### config.mk
export PLATFORM = sky130hd
export DESIGN_NAME = seg_addr_gen
export DESIGN_NICKNAME = d
export VERILOG_FILES = /design/src/rtl/seg_addr_gen.sv
export SDC_FILE = /design/constraint.sdc
export NUM_CORES = 1
export LEC_CHECK = 0
export CAP_MARGIN = 30
export CORE_MARGIN = 3
export CORE_UTILIZATION = 49
export CTS_CLUSTER_DIAMETER = 100
export DETAILED_ROUTE_END_ITERATION = 6
export GPL_TIMING_DRIVEN = 0
export HOLD_SLACK_MARGIN = 0.02
export PLACE_DENSITY = 0.88
export RECOVER_POWER = 50
export REMOVE_ABC_BUFFERS = 1
export SLEW_MARGIN = 30
export SYNTH_ARGS = -nofsm -noshare
export SYNTH_HDL_FRONTEND = slang
export SYNTH_SLANG_ARGS = --single-unit
### constraint.sdc
create_clock -name clk -period 3.3 [get_ports clk]
set_clock_uncertainty 0.2 [all_clocks]
set_input_delay 0.99 -clock clk [delete_from_list [all_inputs] [get_ports clk]]
set_output_delay 0.99 -clock clk [all_outputs]
set_load 0.02 [all_outputs]
### src/rtl/seg_addr_gen.sv
// Physical address generator: turns segment-select + offset requests into
// (segment << SEG_SHIFT) + offset bus cycles, splitting odd word accesses in two.
module seg_addr_gen #(
    parameter int SEG_SHIFT = 4,
    parameter int PA_W      = 20
) (
    input  logic            clk,
    input  logic            rst,
    input  logic [15:0]     cs_in,
    input  logic [15:0]     ds_in,
    input  logic [15:0]     ss_in,
    input  logic [15:0]     es_in,
    input  logic            req_valid,
    output logic            req_ready,
    input  logic [1:0]      req_seg_sel,
    input  logic [15:0]     req_offset,
    input  logic            req_word,
    input  logic            req_write,
    output logic            bus_valid,
    input  logic            bus_ready,
    output logic [PA_W-1:0] bus_addr,
    output logic [1:0]      bus_byte_en,
    output logic            bus_write,
    output logic            bus_last
);

    typedef enum logic [1:0] {
        IDLE   = 2'd0,
        ISSUE1 = 2'd1,
        ISSUE2 = 2'd2
    } state_t;

    state_t          state, state_nxt;
    logic [15:0]     lat_seg, lat_seg_nxt;
    logic [15:0]     lat_off, lat_off_nxt;
    logic [PA_W-1:0] addr_nxt;
    logic [1:0]      byte_en_nxt;
    logic            write_nxt;
    logic            last_nxt;

    logic [15:0]     sel_seg;
    logic [15:0]     off2;
    logic [PA_W-1:0] pa_new;
    logic            bus_fire;
    logic            accept;

    function automatic logic [PA_W-1:0] phys_addr(input logic [15:0] seg,
                                                  input logic [15:0] off);
        logic [PA_W-1:0] base;
        base = PA_W'(seg) << SEG_SHIFT;
        return base + PA_W'(off);
    endfunction

    always_comb begin
        sel_seg = cs_in;
        case (req_seg_sel)
            2'd0: sel_seg = cs_in;
            2'd1: sel_seg = ds_in;
            2'd2: sel_seg = ss_in;
            2'd3: sel_seg = es_in;
            default: sel_seg = cs_in;
        endcase
    end

    // The segment value itself is latched, so later register-file updates
    // cannot disturb a request that is already in flight.
    assign bus_valid = (state != IDLE);
    assign bus_fire  = bus_valid && bus_ready;
    assign req_ready = (state == IDLE) || (bus_fire && bus_last);
    assign accept    = req_valid && req_ready;
    assign pa_new    = phys_addr(sel_seg, req_offset);
    assign off2      = lat_off + 16'd1;

    always_comb begin
        state_nxt   = state;
        lat_seg_nxt = lat_seg;
        lat_off_nxt = lat_off;
        addr_nxt    = bus_addr;
        byte_en_nxt = bus_byte_en;
        write_nxt   = bus_write;
        last_nxt    = bus_last;

        if (accept) begin
            state_nxt   = ISSUE1;
            lat_seg_nxt = sel_seg;
            lat_off_nxt = req_offset;
            addr_nxt    = pa_new;
            write_nxt   = req_write;
            if (!req_word) begin
                byte_en_nxt = pa_new[0] ? 2'b10 : 2'b01;
                last_nxt    = 1'b1;
            end else if (req_offset[0]) begin
                byte_en_nxt = 2'b10;
                last_nxt    = 1'b0;
            end else begin
                byte_en_nxt = 2'b11;
                last_nxt    = 1'b1;
            end
        end else if (bus_fire && !bus_last) begin
            // Second half of an odd word: offset wraps inside the segment.
            state_nxt   = ISSUE2;
            addr_nxt    = phys_addr(lat_seg, off2);
            byte_en_nxt = 2'b01;
            last_nxt    = 1'b1;
        end else if (bus_fire) begin
            state_nxt   = IDLE;
            byte_en_nxt = 2'b00;
            last_nxt    = 1'b0;
        end
    end

    always_ff @(posedge clk or posedge rst) begin
        if (rst) begin
            state       <= IDLE;
            lat_seg     <= '0;
            lat_off     <= '0;
            bus_addr    <= '0;
            bus_byte_en <= 2'b00;
            bus_write   <= 1'b0;
            bus_last    <= 1'b0;
        end else begin
            state       <= state_nxt;
            lat_seg     <= lat_seg_nxt;
            lat_off     <= lat_off_nxt;
            bus_addr    <= addr_nxt;
            bus_byte_en <= byte_en_nxt;
            bus_write   <= write_nxt;
            bus_last    <= last_nxt;
        end
    end

endmodule

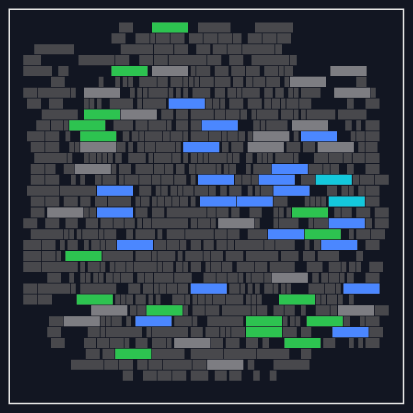
run_1/ff_map.png
(4 px per micron)
bus_addr: marked blue, sequential cells 20. lat_off: marked green, sequential cells 16. bus_byte_en: marked cyan, sequential cells 2.
Another 20 sequential cells are not colored.
Layout Utilization: 74.72%
P_seq: 1.41 mW
fraction of area in registers: 23.64%

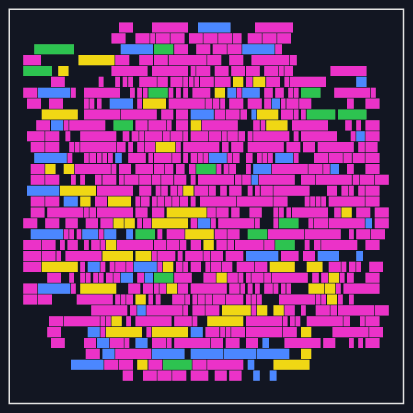
run_1/sizing.png
(4 px per micron)
x2: marked blue, cells 51, share 8.4%. x3 and x4: marked yellow, cells 50, share 8.2%. x6 and larger: marked green, cells 15, share 2.5%. x1 and smaller: marked magenta, cells 494, share 81%.

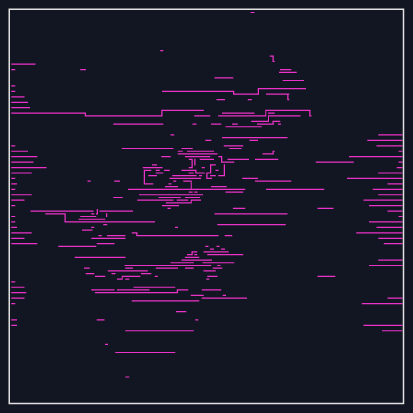
run_1/m3.png
(4 px per micron)
The wires run mostly horizontal. The longest straight run is 29.0 microns. The layer holds 8.4% of the routed length.

[run 1: sequential cells by signal, indices dropped and copies added, names as in the netlist]
name / cells
bus_addr: 20
bus_byte_en: 2
bus_last: 1
bus_write: 1
lat_off: 16
lat_seg: 16
state: 2
[run 1: repair_timing]
action                                  4_1_cts  5_1_grt
endpoints found under the setup margin       16        9
setup buffers                                16       11
hold endpoints to repair                      0        0
cloned                                        0        0
hold buffers                                  0        0
pin swaps                                    16       25
resized                                      70       37
[run 1: synthesized netlist by cell type, types with 4 or more instances]
library cell | number | area (sq um)
o211ai_1 | 4 | 30.03
a21oi_1 | 31 | 155.2
inv_1 | 8 | 30.03
nand4_1 | 5 | 31.28
nand3_1 | 11 | 55.05
mux4_2 | 13 | 292.8
o21ai_0 | 27 | 135.1
clkbuf_1 | 12 | 45.04
dfrtp_1 | 58 | 1451
ha_1 | 27 | 337.8
xor2_1 | 11 | 96.34
buf_1 | 4 | 15.01
a211oi_1 | 5 | 37.54
nand2_1 | 126 | 473.0
mux2i_1 | 5 | 50.05
xnor2_1 | 25 | 219.0
o221ai_1 | 4 | 35.03
o22ai_1 | 5 | 31.28
and3_1 | 4 | 25.02
nor3_1 | 6 | 30.03
a21o_1 | 6 | 45.04
nor2_1 | 27 | 101.4
a22oi_1 | 5 | 37.54
[run 1: stage by stage]
stage	hold WS (ns)	setup slack, ns	cell area (sq um)	setup TNS, ns	utilization [%]
after floorplan	0.2523	-0.2067	4085	-0.4509	-
after CTS	0.2920	-0.01590	5909	-0.01830	71.92
final	0.2874	-0.03050	6140	-0.08144	74.72
after global routing	0.3220	-0.1559	6140	-0.5458	74.72
after detailed placement	0.2663	-1.807	5411	-18.65	65.86
after global placement	0.2603	-1.837	5348	-50.72	65.08
[run 1: cell usage in the layout, fill, tap and decap left out, drive strengths merged, types with 14 or more instances in the layout]
master,n
o21ai,27
ha,27
clkbuf,14
a21oi,31
clkdlybuf4s50,94
nor2,27
dfrtp,58
nand2,127
mux4,16
buf,35
xnor2,25
[run 1: layout make-up]
class	instances	area, sq um	share of cell area (%)
repair buffers	143	1410	22.97
inverters	9	35.03	0.5706
multi-input cells	384	2948	48.01
clock buffers	13	148.9	2.425
flip-flops and latches	58	1451	23.64
clock inverters	3	15.01	0.2445
well taps	105	131.4	2.140
[run 1: where the power goes]
group / internal [mW] / total [mW] / switching, mW
sequential: 1.06 / 1.41 / 0.342
combinational: 1.44 / 3.17 / 1.73
clock: 0.290 / 0.586 / 0.296
[run 1: worst min path at each step]
stage | start | to | cells after the start
6_report | bus_write$_DFFE_PP0P_ | bus_write$_DFFE_PP0P_ | 2
5_1_grt | bus_addr[5]$_DFFE_PP0P_ | bus_addr[5]$_DFFE_PP0P_ | 2
4_1_cts | bus_addr[5]$_DFFE_PP0P_ | bus_addr[5]$_DFFE_PP0P_ | 2
3_5_place_dp | bus_addr[5]$_DFFE_PP0P_ | bus_addr[5]$_DFFE_PP0P_ | 2
3_3_place_gp | bus_write$_DFFE_PP0P_ | bus_write$_DFFE_PP0P_ | 2
2_1_floorplan | lat_seg[0]$_DFFE_PP0P_ | lat_seg[0]$_DFFE_PP0P_ | 2
==> reports/metrics.yaml, run 1 <==
routing:
  drc: 0
  vias_per_cell: 6.243
  ant_nets: 0
  wirelength_met1_mm: 5.108
  top_layer_used: "met4"
  dr.pass1.iters: 7
  num_vias: 4464
  wl_met2_mm: 6.888
  route.met3.wl_mm: 1.140
  initialDrtViolationCount: 426
synthesis:
  aoi_share_pct: 16.22
  syn_inst: 470
  synthArstFlopShare_pct: 100.0
  xor_share_pct: 7.568
  synth.distinct_cells: 51
  synth.avg_cell_area_sq_um: 8.865
  yosys_cells: 470
  yosysWarningCount: 0
  synth-edff-count: 0
  ys_sh_adder_pct: 9.069
  simple_gate_share_pct: 18.89
  seq_area_frac_synth_pct: 34.83
  yosys_area_sq_mm: 0.004166
  synth-seq-cells: 58
  top_logic_kind: "simple AND/OR/NAND/NOR gates"
  syn_area_sq_mm: 0.004166
  synth.area.mux_share_pct: 10.66
cts:
  clk_pin_slew_ns: 0.07
  ctsRootBufferMaster: "clkbuf_8"
  cts_tree: "built"
  clock_latency_ns: 0.35
  cts_max_level: 3
  cts_made_buffers: 9
  ctsLongestPathBuffers: 2
  cts_sinks: 58
run:
  log.warning_count: 29
  cap_violations: 0
placement:
  dpl.cell_count: 672
  hpwl_mm: 8.486
  gp_congestion: 0.8589
  io_buffer_count: 113
grt:
  gr-usage-met1_pct: 32.80
  grt_pass1_vias: 4332
  grt_max_degree: 42
  antenna_found_initial: 0
  met2_usage_pct: 44.55
  grt_busiest_layer: "met2"
  grt_pass1_wl_mm: 20.67
  grt_usage_pct: 26.34
  met3_usage_pct: 6.429
  overflow: 0
outcome:
  violations: "setup timing"
  outcome: "complete, but fails checks"
critical_path:
  crit_fanout: 3
  slowest_delay_ns: 0.53
  worst-path-buf-inv: 1
  r2r_start: "lat_off[1]$_DFFE_PP0P_"
  arrival_ns: 3.33
  worst_r2r_endpoint: "bus_addr[19]$_DFFE_PP0P_"
  reg2reg_slack_ns: -0.02
  crit_slowest_cell: "mux4_2"
  critPathTopFamily: "AND-OR/OR-AND gates"
  cp.depth: 10
  endpoint: "bus_addr[14]$_DFFE_PP0P_"
  path_cells: "buf_16, mux4_2, ha_4, fa_2, a211oi_4, o21ai_2, a21oi_4, nor2b_4, xnor2_1, o221ai_1"
  worst-setup-path-type: "input port to flop"
  setup.worst_path.start: "req_seg_sel[0]"
  required_ns: 3.30
  cp-start-kind: "input port"
  critPathCaptureType: "flop"
  reg2reg_depth: 12
floorplanning:
  fp.dieH_microns: 98.21
  fp_util_pct: 50.71
  die_width_microns: 98.21
  core_sq_mm: 0.008217
  die-area_sq_mm: 0.009645
  ios: 114
finish:
  fillers: 530
  final_nets: 722
  instances_no_fill: 715
  syn_to_final_growth_pct: 47.36
  drive_above_1_share_pct: 19.02
  num_antenna_cells: 0
hold_path:
  min_path_type: "flop to flop"
final_timing:
  worst_slack_ns: -0.03050
  period_used_pct: 100.9
  max_freq_ghz: 0.3003
  slew_headroom_pct: 30.53
  setup_viol: 4
  hold_violations: 0
  period_needed_ns: 3.330
  rsz0062_at_grt: "yes"
  tightest_slew_ns: 1.042
  drv_slew: 0
power_and_ir_drop:
  vdd_ir_drop_max_v: 0.0005064
  leakage_nw: 2.713
  powerDensity_mw_per_mm2: 841.5
  power_mw: 5.166
run_1/route_heat.png
(4 px per micron) 20 x 20 tiles, from black (low) to pale yellow (high), scaled to the fullest tile. Values are wire area over tile area, all layers added.
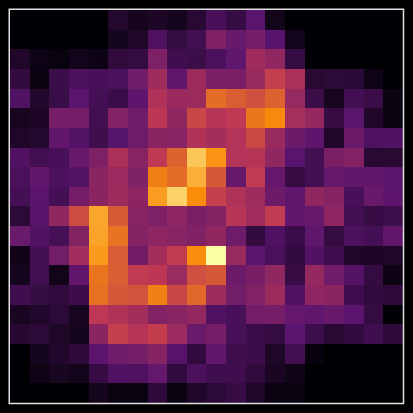

==> run 2: changes to the inputs <==
--- a/config.mk
+++ b/config.mk
@@ -7,13 +7,12 @@
 export LEC_CHECK = 0
 export CAP_MARGIN = 30
 export CORE_MARGIN = 3
-export CORE_UTILIZATION = 49
+export CORE_UTILIZATION = 44
 export CTS_CLUSTER_DIAMETER = 100
 export DETAILED_ROUTE_END_ITERATION = 6
 export GPL_TIMING_DRIVEN = 0
 export HOLD_SLACK_MARGIN = 0.02
-export PLACE_DENSITY = 0.88
-export RECOVER_POWER = 50
+export PLACE_DENSITY = 0.84
 export REMOVE_ABC_BUFFERS = 1
 export SLEW_MARGIN = 30
 export SYNTH_ARGS = -nofsm -noshare
==> constraint.sdc (replaced) <==
create_clock -name clk -period 3.05 [get_ports clk]
set_clock_uncertainty 0.2 [all_clocks]
set_input_delay 0.915 -clock clk [delete_from_list [all_inputs] [get_ports clk]]
set_output_delay 0.915 -clock clk [all_outputs]
set_load 0.02 [all_outputs]
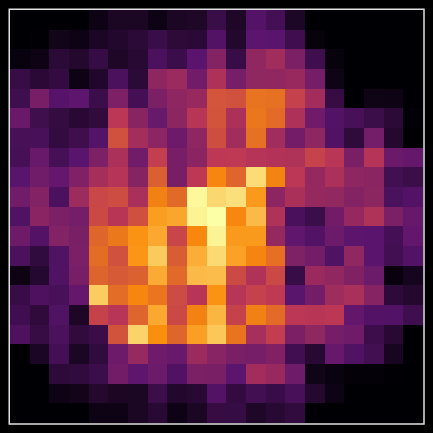
run_2/route_heat.png
(4 px per micron) 21 x 21 tiles, from black (low) to pale yellow (high), scaled to the fullest tile. Values are wire area over tile area, all layers added.
The mean over all tiles is 0.22. The fullest tile reaches 0.72. The emptiest ninth of the die: north-east. 13% of the tiles are nearly empty. 20% of the tiles are over half the peak. The densest ninth of the die: center.
gr usage total: 22.99%
vias: 4405
WL/cell: 18.98 microns
final wirelength: 14.20 mm

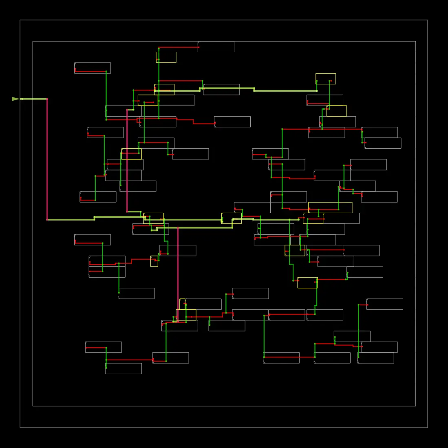
run_2/clock_nets.png
total CTS buffers: 9
clkbuf count: 13
seq_cells: 58
Clock Power: 0.753 mW

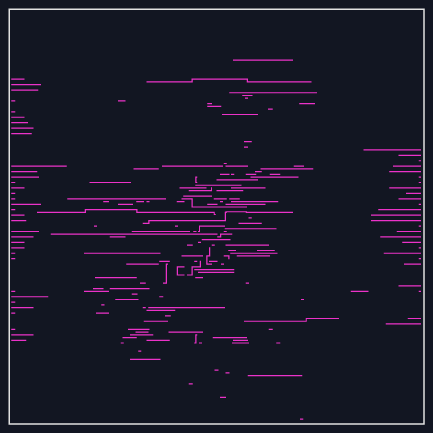
run_2/m3.png
(4 px per micron)
139 nets have wire on it. The longest straight run is 41.4 microns. The layer holds 7.4% of the routed length. The layer carries 1050 microns of wire. The wires run mostly horizontal.
met3 Usage GRT: 4.829%

==> reports/metrics.yaml, run 2 <==
outcome:
  outcome: "complete, but fails checks"
  violations: "setup timing"
routing:
  ant_nets: 0
  drc: 0
  dr.pass1.iters: 5
  vias_per_cell: 5.889
  initialDrtViolationCount: 362
finish:
  syn_to_final_growth_pct: 55.26
  utilization_pct: 72.07
  final_nets: 735
  area.combinational_sq_mm: 0.003034
  instances_no_fill: 748
  fillers: 600
  top_register: "bus_addr"
  num_antenna_cells: 0
  final_cell_mix: "125 x nand2_1, 70 x clkdlybuf4s50_1, 57 x dfrtp_1"
  top_regs: "bus_addr: 20 flops, lat_off: 16 flops, lat_seg: 16 flops"
  regArea_sq_mm: 0.001453
  largest_reg_flops: 20
  drive_above_1_share_pct: 23.47
  final_common_cell: "nand2_1"
placement:
  dpl.cell_count: 693
  hpwl_mm: 8.536
  gp_congestion: 0.9213
  io_buffer_count: 113
floorplanning:
  die-area_sq_mm: 0.01067
  fp_util_pct: 46.42
  core_sq_mm: 0.008976
  die_width_microns: 103.3
  rows: 34
  ios: 114
  fp.dieH_microns: 103.3
critical_path:
  arrival_ns: 3.35
  required_ns: 3.11
  critPathCaptureType: "flop"
  slowest_delay_ns: 0.44
  critPathTopFamily: "AND-OR/OR-AND gates"
  worst-path-buf-inv: 0
  crit_slowest_cell: "dfrtp_2"
  crit_fanout: 5
  worst-setup-path-type: "flop to flop"
  path_cells: "ha_4, nand4_1, nor2_2, nand2_1, xnor2_1, ha_2, a21o_1, a221o_1, a32oi_2, nand2b_1, mux2i_1, a211oi_2"
  cp-start-kind: "flop"
grt:
  overflow: 0
  antenna_found_initial: 0
  grt_max_degree: 40
  grt_pass1_vias: 4017
  grt_pass1_wl_mm: 19.07
synthesis:
  syn_area_sq_mm: 0.004166
  syn_inst: 470
  synthArstFlopShare_pct: 100.0
  yosys_area_sq_mm: 0.004166
  synth_top_cell_by_count: "nand2_1"
  synth.avg_cell_area_sq_um: 8.865
  synth-edff-count: 0
  yosysTopAreaCell: "dfrtp_1"
  synth.distinct_cells: 51
  yosysWarningCount: 0
  yosys_cells: 470
  topCellsByArea: "dfrtp_1 35%, nand2_1 11%, ha_1 8.1%"
  flop_cell: "dfrtp_1"
  seq_area_frac_synth_pct: 34.83
  synth-seq-cells: 58
  top_cells_by_count: "126 x nand2_1, 58 x dfrtp_1, 31 x a21oi_1"
  netlist.area_leader.share_pct: 34.83
final_timing:
  setup_tns_ns: -1.475
  rsz0062_at_grt: "yes"
  period_used_pct: 107.8
  drv_slew: 0
  period_needed_ns: 3.287
  max_freq_ghz: 0.3042
  slew_headroom_pct: 48.59
  worst_slack_ns: -0.2369
  tightest_slew_ns: 0.7702
  hold_ws_ns: 0.2883
  hold_violations: 0
  setup_viol: 10
power_and_ir_drop:
  leakage_nw: 3.042
  power_mw: 5.825
  powerDensity_mw_per_mm2: 900.5
  vdd_ir_drop_max_v: 0.0003763
cts:
  cts_max_level: 3
  cts_sinks: 58
  ctsLongestPathBuffers: 2
  cts_tree: "built"
  ctsRootBufferMaster: "clkbuf_8"
  clock_latency_ns: 0.35
  clk_pin_slew_ns: 0.07
hold_path:
  min_path_type: "flop to flop"
run:
  log.warning_count: 29
  cap_violations: 0
==> run 2: cell counts after synthesis <==
Identical to the previous run, type by type.
==> run 2: layer usage <==
metal	GRT usage [%]	wire length, microns	vias up
li1	-	-	1969
met1	28.38	5279	2107
met2	40.26	7170	265
met3	4.829	1052	64
met4	7.271	693	0
met5	0	0	-
==> run 2: final timing paths <==
kind / endpoint / start / slack [ns] / cells after the start
worst max register to register: bus_addr[19]$_DFFE_PP0P_ / lat_off[0]$_DFFE_PP0P_ / -0.24 / 12
max in group asynchronous: lat_seg[9]$_DFFE_PP0P_ / rst / 1.47 / 3
worst max-delay path: bus_addr[19]$_DFFE_PP0P_ / lat_off[0]$_DFFE_PP0P_ / -0.24 / 12
worst min-delay path: lat_seg[10]$_DFFE_PP0P_ / lat_seg[10]$_DFFE_PP0P_ / 0.29 / 2
worst min register to register: lat_seg[10]$_DFFE_PP0P_ / lat_seg[10]$_DFFE_PP0P_ / 0.29 / 2
min in group asynchronous: bus_addr[19]$_DFFE_PP0P_ / rst / 0.67 / 2
==> run 2: area by class of cell <==
class / instances / share of cell area [%]
clock buffer: 13 / 2.611
inverter: 9 / 0.5609
multi-input combinational: 384 / 46.91
clock inverter: 2 / 0.5416
timing repair buffer: 156 / 24.49
sequential: 58 / 22.46
tap: 126 / 2.437
==> run 2: logic make-up after synthesis <==
kind of cell,Yosys count,share of synthesized area [%]
DFF,58,34.83
adders and majority gates,29,9.069
xor gates and xnor gates,36,7.568
muxes,23,10.66
AOI/OAI and AO/OA,106,16.22
buffers and inverters,28,2.763
and+or+nand+nor,190,18.89
==> run 2: timing repair <==
item                                    4_1_cts  5_1_grt
hold buffers                                  0        0
resized                                      67       92
pin swaps                                    16       37
endpoints found under the setup margin       17       12
setup buffers                                10       30
==> run 2: stage by stage <==
stage	cell area (sq um)	setup WS (ns)
6_report	6469	-0.2369
2_1_floorplan	4085	-0.3817
3_5_place_dp	5438	-2.170
5_1_grt	6469	-0.3449
3_3_place_gp	5374	-2.068
4_1_cts	5887	-0.2719
==> run 2: power by group <==
group | internal, mW | switching (mW) | leakage (nW)
clock | 0.439 | 0.314 | 0.106
combinational | 1.65 | 1.89 | 2.23
sequential | 1.15 | 0.382 | 0.705
total | 3.24 | 2.58 | 3.04
==> run 2: tightest hold or removal path: stages, from the launching register on <==
cell     delay [ns]
dfrtp_1        0.35
nand2_1        0.05
nand2_1        0.05
run_2/sizing.png
(4 px per micron)
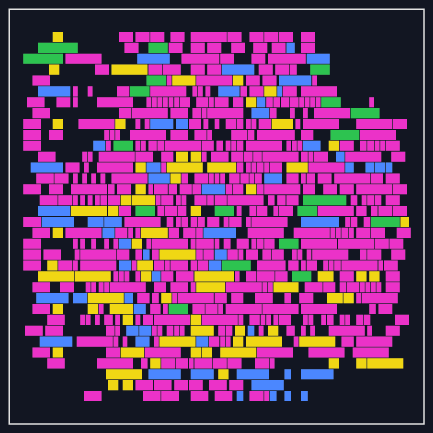

==> run 3: changes to the inputs <==
--- a/config.mk
+++ b/config.mk
@@ -14,7 +14,6 @@
 export HOLD_SLACK_MARGIN = 0.02
 export PLACE_DENSITY = 0.84
 export REMOVE_ABC_BUFFERS = 1
-export SLEW_MARGIN = 30
 export SYNTH_ARGS = -nofsm -noshare
 export SYNTH_HDL_FRONTEND = slang
 export SYNTH_SLANG_ARGS = --single-unit
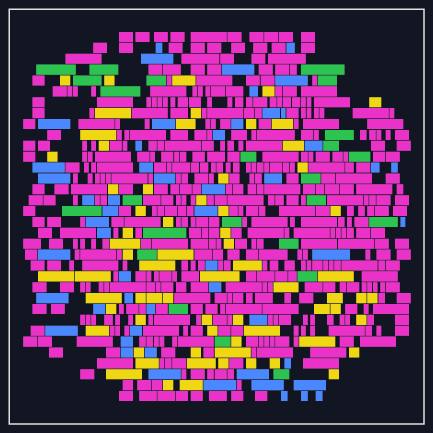
run_3/sizing.png
(4 px per micron)
x2: marked blue, cells 53, share 8.4%. x3 and x4: marked yellow, cells 68, share 11%. x1 and smaller: marked magenta, cells 483, share 77%. x6 and larger: marked green, cells 24, share 3.8%.
setup ws final: -0.2820 ns
Layout Area Growth over Synthesis: 54.98%
Non-clk bufs: 161

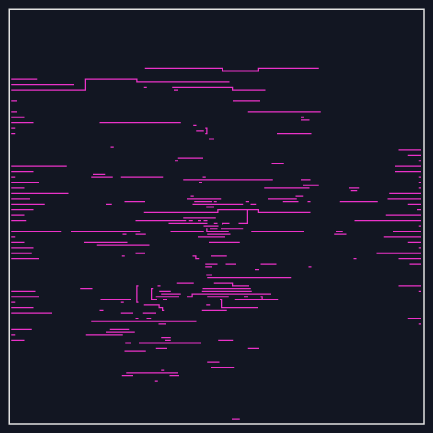
run_3/m3.png
(4 px per micron)
144 nets have wire on it. The wires run mostly horizontal. The longest straight run is 26.0 microns. The layer carries 1070 microns of wire. The layer holds 7.6% of the routed length.

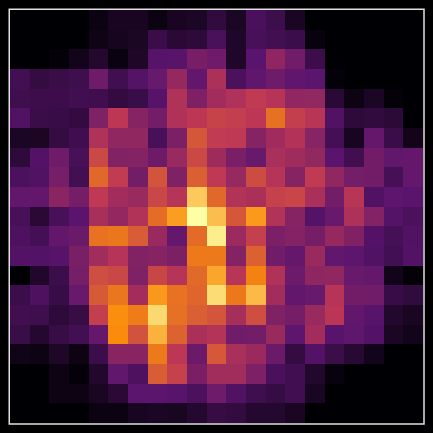
run_3/route_heat.png
(4 px per micron) 21 x 21 tiles, from black (low) to pale yellow (high), scaled to the fullest tile. Values are wire area over tile area, all layers added.
The emptiest ninth of the die: north-east. The mean over all tiles is 0.22. The densest ninth of the die: center. 14% of the tiles are nearly empty.
gr usage total: 25.11%
final wirelength: 14.16 mm
WL/cell: 18.78 microns
vias: 4430

==> reports/metrics.yaml, run 3 <==
synthesis:
  netlist.area_leader.share_pct: 34.83
  yosysTopAreaCell: "dfrtp_1"
  synth-seq-cells: 58
  synth-edff-count: 0
  seq_area_frac_synth_pct: 34.83
  synth_top_cell_by_count: "nand2_1"
  top_cells_by_count: "126 x nand2_1, 58 x dfrtp_1, 31 x a21oi_1"
  yosys_cells: 470
  synth.distinct_cells: 51
  yosysWarningCount: 0
  syn_inst: 470
  yosys_area_sq_mm: 0.004166
  synth.avg_cell_area_sq_um: 8.865
  topCellsByArea: "dfrtp_1 35%, nand2_1 11%, ha_1 8.1%"
  flop_cell: "dfrtp_1"
  synthArstFlopShare_pct: 100.0
  syn_area_sq_mm: 0.004166
floorplanning:
  fp_util_pct: 46.42
  ios: 114
  fp.dieH_microns: 103.3
  core_sq_mm: 0.008976
  rows: 34
  die-area_sq_mm: 0.01067
  die_width_microns: 103.3
critical_path:
  arrival_ns: 3.40
  path_cells: "dlygate4sd2_1, mux4_2, buf_6, ha_4, a211oi_4, o21ai_2, a21oi_2, a21oi_4, mux2_4, a211oi_2"
  reg2reg_slack_ns: -0.09
  cp-start-kind: "input port"
  crit_slowest_cell: "mux4_2"
  critPathCaptureType: "flop"
  slowest_delay_ns: 0.51
  crit_fanout: 3
  worst-setup-path-type: "input port to flop"
  required_ns: 3.11
cts:
  cts_made_buffers: 9
  ctsRootBufferMaster: "clkbuf_8"
  cts_sinks: 58
  cts_max_level: 3
  clock_latency_ns: 0.36
  clk_pin_slew_ns: 0.07
  cts_tree: "built"
  ctsHoldBuffers: 0
  ctsLongestPathBuffers: 2
outcome:
  violations: "setup timing"
  outcome: "complete, but fails checks"
placement:
  gp_congestion: 0.9213
  dpl-instance-area_sq_mm: 0.005472
  dpl.cell_count: 695
  io_buffer_count: 113
  hpwl_mm: 8.600
finish:
  fin_area_sq_mm: 0.006457
  final_common_cell: "nand2_1"
  num_antenna_cells: 0
  largest_reg_flops: 20
  top_regs: "bus_addr: 20 flops, lat_off: 16 flops, lat_seg: 16 flops"
  utilization_pct: 71.94
  top_register: "bus_addr"
  instances_no_fill: 754
  final_cell_mix: "125 x nand2_1, 83 x clkdlybuf4s50_1, 57 x dfrtp_1"
  drive_above_1_share_pct: 23.09
  final_nets: 740
power_and_ir_drop:
  leakage_nw: 2.851
  powerDensity_mw_per_mm2: 922.0
  vdd_ir_drop_max_v: 0.0003816
  power_mw: 5.954
grt:
  grt_pass1_vias: 4320
  antenna_found_initial: 0
  grt_pass1_wl_mm: 20.81
  grt_max_degree: 51
  overflow: 0
final_timing:
  max_freq_ghz: 0.3001
  period_used_pct: 109.2
  rsz0062_at_grt: "yes"
  period_needed_ns: 3.332
  hold_violations: 0
  setup_viol: 11
  drv_slew: 0
  slew_headroom_pct: 56.39
  worst_slack_ns: -0.2820
  tightest_slew_ns: 0.6532
routing:
  vias_per_cell: 5.875
  drc: 0
  ant_nets: 0
  dr.pass1.iters: 5
  initialDrtViolationCount: 367
run:
  cap_violations: 0
  log.warning_count: 29
hold_path:
  min_path_type: "flop to flop"
[run 3: cell counts after synthesis]
Identical to the previous run, type by type.
[run 3: critical path, delay by kind of cell]
family / cells / cell delay [ns]
AND-OR/OR-AND: 5 / 1.00
multiplexers: 2 / 0.83
buffers and inverters: 2 / 0.39
adder cells (fa/ha/maj): 1 / 0.24
[run 3: timing repair]
item,in CTS,in global routing
setup endpoints to repair,17,12
resized,119,26
gates cloned,1,0
pin swaps,32,40
buffers inserted,24,19
[run 3: stage by stage]
stage / TNS, ns / hold WS [ns] / setup slack (ns)
6_report: -1.721 / 0.2919 / -0.2820
2_1_floorplan: -1.584 / 0.2523 / -0.3817
3_3_place_gp: -74.46 / 0.2652 / -2.068
4_1_cts: -0.5446 / 0.2911 / -0.1364
3_5_place_dp: -22.86 / 0.2735 / -2.090
5_1_grt: -1.990 / 0.3134 / -0.2889
[run 3: layer usage]
| metal | vias to the layer above | wire (microns) | GRT usage (%) |
|---|---|---|---|
| met3 | 73 | 1070 | 6.103 |
| li1 | 1983 | - | - |
| met4 | 0 | 626 | 9.960 |
| met2 | 255 | 7125 | 43.41 |
| met5 | - | 0 | 0 |
| met1 | 2119 | 5337 | 30.08 |
[run 3: cell families (layout without fill, tap and decap cells)]
group | count (synthesis) | after routing | share of synthesized area, %
AND/OR/NAND/NOR | 190 | 190 | 18.89
adder cells (fa/ha/maj) | 29 | 29 | 9.069
AND-OR/OR-AND | 106 | 106 | 16.22
multiplexers | 23 | 23 | 10.66
XOR/XNOR | 36 | 36 | 7.568
flip-flops | 58 | 58 | 34.83
buffers and inverters | 28 | 186 | 2.763
[run 3: path summary, 6_finish.rpt]
path | start | cells after the start | endpoint
hold reg to reg | lat_seg[10]$_DFFE_PP0P_ | 2 | lat_seg[10]$_DFFE_PP0P_
max in group asynchronous | rst | 3 | lat_off[1]$_DFFE_PP0P_
setup / recovery | es_in[1] | 10 | bus_addr[17]$_DFFE_PP0P_
setup reg to reg | lat_off[3]$_DFFE_PP0P_ | 12 | bus_addr[19]$_DFFE_PP0P_
min in group asynchronous | rst | 2 | lat_off[3]$_DFFE_PP0P_
hold / removal | lat_seg[10]$_DFFE_PP0P_ | 2 | lat_seg[10]$_DFFE_PP0P_
[run 3: area by class of cell]
type                            count  area [sq um]
Fill cell                         627          2519
Clock inverter                      5         77.57
Clock buffer                       11         141.4
Sequential cell                    58          1453
Tap cell                          126         157.7
Timing Repair Buffer              161          1580
Multi-Input combinational cell    384          3014
Inverter                            9         33.78
[run 3: power by group]
part,total (mW),leakage (nW),internal (mW),switching [mW]
logic,3.62,2.04,1.70,1.92
registers,1.51,0.705,1.15,0.362
clock network,0.817,0.109,0.480,0.337
Power and IR drop assume default switching activity.
